Fig. 1: run 1, routed metal, one color a layer
(1.5 px per um)
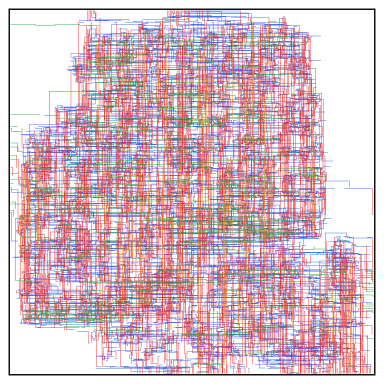
Fig. 2: run 1, power grid
(1.5 px per um) Pins as bars on the die edge. Tap cells in gray.
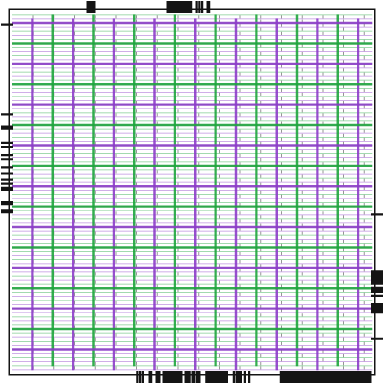
Fig. 3: run 1, clock wiring as the flow saved it
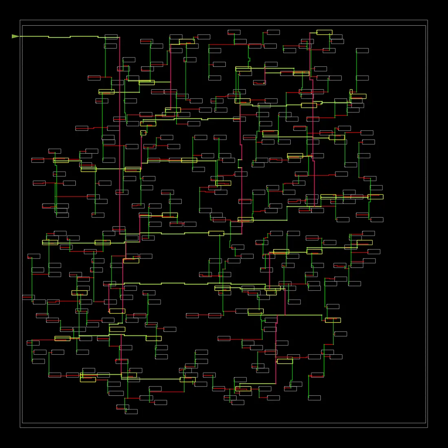
## src/rtl/flush_controller_nw.sv

```systemverilog
// Purpose : N-wide branch flush controller. It keeps the PC decoded after each branch in an
//           in-order buffer and checks it against every resolved branch. A mismatch raises a flush.
// Latency : A compare in IDLE flushes combinationally in the accept cycle. A compare in WAIT
//           flushes in the first cycle the buffer head is valid.
// Backpr. : cap_ready falls when fewer than FETCH_WIDTH entries are free. res_ready is low in WAIT.
// Ports   : clk/rst (sync, active-high); dec_* decode lanes; cap_ready; res_* resolution handshake;
//           must_flush/delayed_flush/correct_address/rob_ticket/rat_id redirect; buf_count occupancy.
// Option  : FLUSH_STATS_EN adds stat_resolved/stat_flushes/stat_delayed 32-bit wrapping counters.
module flush_controller_nw #(
   parameter int PC_BITS        = 32,
   parameter int ROB_INDEX_BITS = 3,
   parameter int MAX_BRANCH_IF  = 2,
   parameter int FETCH_WIDTH    = 2,
   parameter int DEPTH          = 8
) (
   input  logic                             clk,
   input  logic                             rst,
   input  logic [FETCH_WIDTH-1:0]           dec_valid,
   input  logic [FETCH_WIDTH-1:0]           dec_is_branch,
   input  logic [FETCH_WIDTH*PC_BITS-1:0]   dec_pc,
   output logic                             cap_ready,
   input  logic                             res_valid,
   output logic                             res_ready,
   input  logic                             res_taken,
   input  logic [PC_BITS-1:0]               res_target,
   input  logic [PC_BITS-1:0]               res_orig_pc,
   input  logic                             res_is_comp,
   input  logic [ROB_INDEX_BITS-1:0]        res_ticket,
   input  logic [$clog2(MAX_BRANCH_IF)-1:0] res_rat_id,
   output logic                             must_flush,
   output logic                             delayed_flush,
   output logic [PC_BITS-1:0]               correct_address,
   output logic [ROB_INDEX_BITS-1:0]        rob_ticket,
   output logic [$clog2(MAX_BRANCH_IF)-1:0] rat_id,
   output logic [$clog2(DEPTH):0]           buf_count
`ifdef FLUSH_STATS_EN
   ,
   output logic [31:0]                      stat_resolved,
   output logic [31:0]                      stat_flushes,
   output logic [31:0]                      stat_delayed
`endif
);
   localparam int AW = $clog2(DEPTH);
   localparam int RW = $clog2(MAX_BRANCH_IF);
   localparam logic [0:0] ST_IDLE = 1'b0;
   localparam logic [0:0] ST_WAIT = 1'b1;

   logic [PC_BITS-1:0]        mem_q [DEPTH];
   logic [PC_BITS-1:0]        mem_d [DEPTH];
   logic [AW:0]               wr_q, wr_d, rd_q, rd_d;
   logic                      pending_q, pending_d;
   logic [0:0]                state_q, state_d;
   logic [PC_BITS-1:0]        sv_addr_q, sv_addr_d;
   logic [ROB_INDEX_BITS-1:0] sv_ticket_q, sv_ticket_d;
   logic [RW-1:0]             sv_rat_q, sv_rat_d;

   logic [AW:0]               count;
   logic [PC_BITS-1:0]        head;
   logic [PC_BITS-1:0]        next_pc;
   logic                      pop;
   logic                      carried;
   int                        n_push;
   logic [AW-1:0]             widx;

   // The extra pointer bit makes wr - rd equal DEPTH (not 0) when the buffer is full.
   assign count     = wr_q - rd_q;
   assign buf_count = count;
   assign head      = mem_q[rd_q[AW-1:0]];
   assign cap_ready = (DEPTH - int'(count)) >= FETCH_WIDTH;
   assign next_pc   = res_taken ? res_target
                                : res_orig_pc + (res_is_comp ? PC_BITS'(2) : PC_BITS'(4));

   always_comb begin
      mem_d           = mem_q;
      wr_d            = wr_q;
      rd_d            = rd_q;
      pending_d       = pending_q;
      state_d         = state_q;
      sv_addr_d       = sv_addr_q;
      sv_ticket_d     = sv_ticket_q;
      sv_rat_d        = sv_rat_q;
      pop             = 1'b0;
      must_flush      = 1'b0;
      delayed_flush   = 1'b0;
      correct_address = '0;
      rob_ticket      = '0;
      rat_id          = '0;
      res_ready       = (state_q == ST_IDLE);
      carried         = pending_q;
      n_push          = 0;
      widx            = '0;

      // Resolution side
      if (state_q == ST_IDLE) begin
         if (res_valid) begin
            if (count != '0) begin
               pop = 1'b1;
               if (head != next_pc) begin
                  must_flush      = 1'b1;
                  correct_address = next_pc;
                  rob_ticket      = res_ticket;
                  rat_id          = res_rat_id;
               end
            end else begin
               // The successor PC is not decoded yet: hold the resolution until it arrives.
               state_d     = ST_WAIT;
               sv_addr_d   = next_pc;
               sv_ticket_d = res_ticket;
               sv_rat_d    = res_rat_id;
            end
         end
      end else if (count != '0) begin
         pop     = 1'b1;
         state_d = ST_IDLE;
         if (head != sv_addr_q) begin
            must_flush      = 1'b1;
            delayed_flush   = 1'b1;
            correct_address = sv_addr_q;
            rob_ticket      = sv_ticket_q;
            rat_id          = sv_rat_q;
         end
      end

      // Capture side. A lane is pushed when the previous valid lane (possibly from an
      // earlier cycle, via pending) was a branch. A flush drops all of this cycle's pushes.
      for (int i = 0; i < FETCH_WIDTH; i++) begin
         if (dec_valid[i]) begin
            if (carried && !must_flush && (int'(count) + n_push < DEPTH)) begin
               widx        = wr_q[AW-1:0] + AW'(n_push);
               mem_d[widx] = dec_pc[i*PC_BITS +: PC_BITS];
               n_push      = n_push + 1;
            end
            carried = dec_is_branch[i];
         end
      end

      if (must_flush) begin
         wr_d      = '0;
         rd_d      = '0;
         pending_d = 1'b0;
         state_d   = ST_IDLE;
      end else begin
         wr_d      = wr_q + (AW+1)'(n_push);
         rd_d      = rd_q + {{AW{1'b0}}, pop};
         pending_d = carried;
      end
   end

   always_ff @(posedge clk) begin
      if (rst) begin
         for (int i = 0; i < DEPTH; i++) mem_q[i] <= '0;
         wr_q        <= '0;
         rd_q        <= '0;
         pending_q   <= 1'b0;
         state_q     <= ST_IDLE;
         sv_addr_q   <= '0;
         sv_ticket_q <= '0;
         sv_rat_q    <= '0;
      end else begin
         mem_q       <= mem_d;
         wr_q        <= wr_d;
         rd_q        <= rd_d;
         pending_q   <= pending_d;
         state_q     <= state_d;
         sv_addr_q   <= sv_addr_d;
         sv_ticket_q <= sv_ticket_d;
         sv_rat_q    <= sv_rat_d;
      end
   end

`ifdef FLUSH_STATS_EN
   logic [31:0] st_res_q, st_res_d, st_fl_q, st_fl_d, st_dl_q, st_dl_d;

   always_comb begin
      st_res_d = st_res_q + {31'd0, (res_valid & res_ready)};
      st_fl_d  = st_fl_q  + {31'd0, must_flush};
      st_dl_d  = st_dl_q  + {31'd0, delayed_flush};
   end

   always_ff @(posedge clk) begin
      if (rst) begin
         st_res_q <= '0;
         st_fl_q  <= '0;
         st_dl_q  <= '0;
      end else begin
         st_res_q <= st_res_d;
         st_fl_q  <= st_fl_d;
         st_dl_q  <= st_dl_d;
      end
   end

   assign stat_resolved = st_res_q;
   assign stat_flushes  = st_fl_q;
   assign stat_delayed  = st_dl_q;
`endif
endmodule

```

## config.mk

```make
export PLATFORM = sky130hd
export DESIGN_NAME = flush_controller_nw
export DESIGN_NICKNAME = d
export VERILOG_FILES = /design/src/rtl/flush_controller_nw.sv
export SDC_FILE = /design/constraint.sdc
export NUM_CORES = 1
export LEC_CHECK = 0
export CAP_MARGIN = 20
export CELL_PAD_IN_SITES_DETAIL_PLACEMENT = 0
export CELL_PAD_IN_SITES_GLOBAL_PLACEMENT = 1
export CORE_UTILIZATION = 35
export CTS_CLUSTER_SIZE = 8
export DETAILED_ROUTE_END_ITERATION = 8
export HOLD_SLACK_MARGIN = 0.15
export PLACE_DENSITY = 0.69
export SLEW_MARGIN = 0
export SYNTH_ARGS = -nofsm -noshare
export SYNTH_HDL_FRONTEND = slang
export SYNTH_SLANG_ARGS = --single-unit
```

## constraint.sdc

```tcl
create_clock -name clk -period 7 [get_ports clk]
set_input_delay 1.4 -clock clk [delete_from_list [all_inputs] [get_ports clk]]
set_output_delay 1.4 -clock clk [all_outputs]
set_load 0.05 [all_outputs]
```

==> results_dict.tcl, run 1 <==
# place-and-route summary
set metrics [dict create \
    warnings 35 \
    use_met1_pct 40.9 \
    yosys_most_used_dff "dfxtp_1" \
    clk_pin_slew_ns 0.05 \
    yosys-stat-area_mm2 0.0203 \
    use_met2_pct 49.9 \
    finalSetupViolations 0 \
    path_cells "clkdlybuf4s50_1 > ha_4 > a21oi_1 > or4_4 > buf_4 > or4_4 > a31oi_4 > buf_6 > xnor2_1 > nor4_1 > nand4_1 > buf_6 > o311a_4 > a22o_4 > buf_6" \
    p_leak_nw 7.52 \
    dieHeight_um 243 \
    wl_met2_mm 44.2 \
    top_logic_kind "simple AND/OR/NAND/NOR gates" \
    wire_per_inst_um 28.1 \
    gr-usage-met3_pct 5.87 \
    xor_share_pct 3.72 \
    path_class "input pin to primary output" \
    holdBufCountCts 0 \
    comb.multi_input.count 1976 \
    finalCritPeriodShare_pct 98.0 \
    antenna_left 0 \
    nets 2859 \
    regMostFlops "mem_q" \
    grt_pass1_vias 21800 \
    initial_core_util_pct 35.7 \
    ys_sh_adder_pct 1.16 \
    power.total_mw 7.81 \
    cts_made_buffers 43 \
    drt_iter0_drc 2531 \
    synth.most_common_cell "nand2_1" \
    postLayoutSetupSlackWorst_ns 0.139 \
    die_x_um 243 \
    gp_congestion 0.958 \
    post-route-drc-count 0 \
    buffers 359 \
    endpoint_kind "primary output" \
    drive_gt1_share_pct 13.2 \
    pre_cts_ws_ns -0.244 \
    top_area_cell "dfxtp_1" \
    ys_warn_count 0 \
    cts_root_buf "clkbuf_16" \
    flops 302 \
    final-clk-cell-share_pct 4.64 \
    fill_cells 5735 \
    rows 87 \
    cp.buffers_inverters 5 \
    synth_area_mm2 0.0203 \
    die_area_mm2 0.0589 \
    seqAreaFraction_pct 24.8 \
    taps 756 \
    synth_seq_share_pct 29.8 \
    common_cells "nand2_1 (346), dfxtp_1 (302), nor4_1 (272), nor3_1 (264), clkbuf_1 (259)" \
    dpl.cell_count 3403 \
    synthMuxAreaShare_pct 8.92 \
    cts_setup_buffers 0 \
    yosys-stat-cells 2661 \
    ir_worst_vdd_mv 0.374 \
    nNonClkInverters 19 \
    layout_top_cells "nand2_1 (342), dfxtp_1 (299), nor4_1 (268)" \
    post-dp-hpwl_mm 59.9 \
    reg_top3 "mem_q: 256 flops, sv_addr_q: 32 flops" \
    cts-resized-gates 1 \
    finalHoldViolCount 0 \
    grt_overflow 0 \
    maxCapViolCount 0 \
    largest_register_ff_count 256 \
    period_needed_ns 6.86 \
    crit_fanout 6 \
    edf_count 0 \
    syn_avg_cell_area_um2 7.62 \
    core_mm2 0.0568 \
    routed_wl_mm 97.1 \
    fin_util_pct 43.0 \
    buf_share_pct 13.7 \
    cpPeakStageDelay_ns 0.57 \
    synthCells 2661 \
    syn-num-nets 2819 \
    finish.instance_area_mm2 0.0245 \
    top_cells_by_area "dfxtp_1 (30%), nor4_1 (8.4%), a311oi_1 (7.8%), nor3_1 (6.5%), nand2_1 (6.4%)" \
    comb_share_pct 52.7 \
    tns_ns 0 \
    via_per_inst 6.65 \
    startpoint_type "input pin" \
    numPortBuffers 184 \
    simple_gate_area_share_pct 25.6 \
    grt.busiest_layer "met2" \
    num_vias 23000 \
    dr_wl_met3_mm 9.12 \
    final_cells 3461 \
    tightestPinTransition_ns 1.16 \
    grt_pass1_wl_mm 143 \
    place_area_mm2 0.0231 \
    critPathArrivalTime_ns 5.46 \
    grt_antenna_before_repair 2 \
    status "finished, final reports clean" \
    pin_count 185 \
    dr.pass1.iters 6 \
    cts.path.max_buffers 3 \
    track_usage_pct 31.5 \
    power.density_mw_per_mm2 320 \
    slew_violations 0 \
    grt_max_degree 271 \
    drt-met1-wl_mm 39.0 \
    hold_path.class "flop to flop" \
    mi_logic_area_mm2 0.0129 \
    whs_ns 0.461 \
    ctsHtreeMaxLevel 2 \
    antennaDiodeCount 1 \
    yosys.cell_types.count 55 \
    fmax_mhz 146 \
    synth-seq-cells 302 \
    critPathTopFamily "simple AND/OR/NAND/NOR gates" \
    cts_tree "done" \
    synthArstFlopShare_pct 0 \
    yosys.area_share.aoi_pct 23.2 \
    syn_to_final_growth_pct 20.7 \
]
About Fig. 1:
Red stands for metal 2, wire length 44.2 mm. Green stands for metal 3, wire length 9,120 um. Blue stands for metal 1, wire length 39.0 mm. Orange stands for metal 4, wire length 4,740 um.

About Fig. 2:
Purple stands for VSS. Green stands for VDD.
The core has 87 rows. 88 met1 rails follow the rows. 17 straps on met5. 185 signal pins sit on the boundary.

About Fig. 3:
CTS Sinks: 302
Final Skew: 0.0224 ns

-- run 1: final timing paths --
| path | from | to | slack, ns | depth (start not counted) |
|---|---|---|---|---|
| setup reg to reg | rd_q[1] | mem_q[43] | 0.92 | 18 |
| hold reg to reg | sv_ticket_q[1] | sv_ticket_q[1] | 0.46 | 2 |
| setup / recovery | res_orig_pc[2] | correct_address[28] | 0.14 | 15 |
| hold / removal | sv_ticket_q[1] | sv_ticket_q[1] | 0.46 | 2 |
-- run 1: report_power, final --
group | switching [mW] | internal [mW]
logic | 2.86 | 1.01
registers | 0.141 | 1.88
clock network | 0.818 | 1.11
total | 3.82 | 3.99
## Run 2: what changed since run 1
CORE_MARGIN = 4   (was unset)
DONT_BUFFER_PORTS = 1   (was unset)
PLACE_DENSITY = 0.63   (was 0.69)
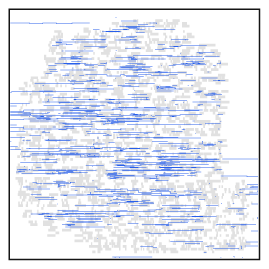
Fig. 4. Signal wires on met3 (run 2).
(1 px per um) Cells faint in the background.
248 nets have wire on it. The layer carries 8,940 um of wire. The longest straight run is 92.0 um. The layer holds 9.3% of the routed length. The wires run mostly horizontal.

==> run 2 against run 1 <==
  * The run now ends with slew limit left
  * Clock skew down 0.0076 ns
  * Die size is 5.0% higher
  * Cell count down 7.3%
  * First-iteration DRC count increased by 11%
  * Design area is 9.9% lower
  * Count of clock-buffer cells in the layout grew 2
  * Global-route usage shrank 2.0 points
  * Synthesized cell count unchanged
==> results_dict.tcl, run 2 <==
# place-and-route summary
set metrics [dict create \
    common_cells "nand2_1 (346), dfxtp_1 (302), nor4_1 (272), nor3_1 (264), clkbuf_1 (259)" \
    antenna_left 0 \
    pg_comb_mw 3.51 \
    maxCapViolCount 0 \
    final_cells 3207 \
    taps 756 \
    r2r-end "mem_q[190]" \
    period_needed_ns 6.79 \
    cts_made_buffers 43 \
    buffers 108 \
    syn-num-nets 2819 \
    wire_per_inst_um 29.9 \
    slew_violations 133 \
    grt_max_degree 295 \
    post-dp-hpwl_mm 56.0 \
    fmax_mhz 147 \
    yosys.area_share.aoi_pct 23.2 \
    mi_logic_area_mm2 0.0128 \
    cts_root_buf "clkbuf_16" \
    rows 87 \
    finalCritPeriodShare_pct 96.9 \
    top_area_cell "dfxtp_1" \
    tns_ns 0 \
    dpl.cell_count 3157 \
    warnings 39 \
    holdBufCountCts 0 \
    largest_register_ff_count 256 \
    synthMuxAreaShare_pct 8.92 \
    synthCells 2661 \
    pin_count 185 \
    seqAreaFraction_pct 27.5 \
    reg_top3 "mem_q: 256 flops, sv_addr_q: 32 flops" \
    powerClk_mw 1.95 \
    syn_avg_cell_area_um2 7.62 \
    synth_area_mm2 0.0203 \
    internal-power_mw 3.79 \
    critPathTopFamily "simple AND/OR/NAND/NOR gates" \
    whs_ns 0.455 \
    power.density_mw_per_mm2 339 \
    gp_congestion 0.886 \
    fin_util_pct 38.8 \
    via_per_inst 6.82 \
    grt_pass1_vias 21200 \
    r2r-start "rd_q[0]" \
    crit_fanout 20 \
    clockPowerShare_pct 26.1 \
    synthArstFlopShare_pct 0 \
    yosys_most_used_dff "dfxtp_1" \
    pwr-share-comb_pct 47.0 \
    cp.buffers_inverters 3 \
    p_leak_nw 6.38 \
    grt_pass1_wl_mm 143 \
    startpoint_type "input pin" \
    place_area_mm2 0.0209 \
    initial_core_util_pct 35.7 \
    cp.depth 14 \
    violations "slew limit" \
    pwr-share-seq_pct 26.9 \
    yosys-stat-cells 2661 \
    switching_share_pct 49.2 \
    tightestPinTransition_ns 1.61 \
    ir_worst_vdd_mv 0.433 \
    die_area_mm2 0.0618 \
    cts-resized-gates 0 \
    yosys-stat-area_mm2 0.0203 \
    cts_tree "done" \
    min_to "sv_ticket_q[1]" \
    power_leader "combinational cells" \
    top_logic_kind "simple AND/OR/NAND/NOR gates" \
    post-route-drc-count 0 \
    flops 302 \
    grt_overflow 0 \
    layout_top_cells "nand2_1 (342), dfxtp_1 (299), nor4_1 (269)" \
    numPortBuffers 0 \
    regMostFlops "mem_q" \
    comb.multi_input.count 1973 \
    cts_sinks 302 \
    synth-seq-cells 302 \
    edf_count 0 \
    finalHoldViolCount 0 \
    p_sw_mw 3.67 \
    synth_seq_share_pct 29.8 \
    path_class "input pin to primary output" \
    die_x_um 249 \
    endpoint_kind "primary output" \
    syn_to_final_growth_pct 8.73 \
    track_usage_pct 29.4 \
    ff2ff_path_depth 17 \
    status "finished, violations left" \
    core_mm2 0.0568 \
    simple_gate_area_share_pct 25.6 \
    cts.path.max_buffers 3 \
    ys_warn_count 0 \
    p_seq_mw 2.01 \
    num_vias 21900 \
    yosys.cell_types.count 55 \
    hold_path_depth 2 \
    buf_share_pct 4.78 \
    critPathArrivalTime_ns 5.39 \
    final-clk-cell-share_pct 5.16 \
    ctsHtreeMaxLevel 2 \
]
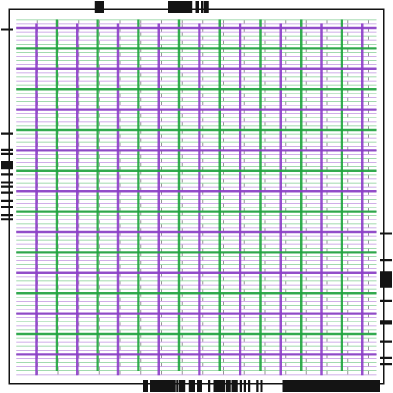
Fig. 5. Power grid (run 2).
(1.5 px per um) Pins as bars on the die edge. Tap cells in gray.
Green stands for VDD. Purple stands for VSS.
185 signal pins sit on the boundary. 88 met1 rails follow the rows.

==> run 2: how the worst max path moves through the flow <==
stage | end | from | slack, ns
detailed placement | mem_q[174] | res_orig_pc[1] | -0.01
global placement | mem_q[190] | res_orig_pc[1] | 0.07
CTS | correct_address[27] | res_orig_pc[1] | 0.15
floorplan | mem_q[160] | res_orig_pc[1] | 0.09
global route | correct_address[27] | res_orig_pc[1] | 0.06
finish | correct_address[27] | res_orig_pc[1] | 0.21
==> run 2: routing by layer <==
metal / vias up / share of wire, % / global-route usage (%)
li1: 9707 / - / -
met1: 10700 / 40 / 38.0
met2: 1220 / 46 / 46.8
met3: 253 / 9.3 / 6.85
met4: 2 / 4.9 / 13.4
met5: - / 0.018 / 0
Power and IR drop assume default switching activity.
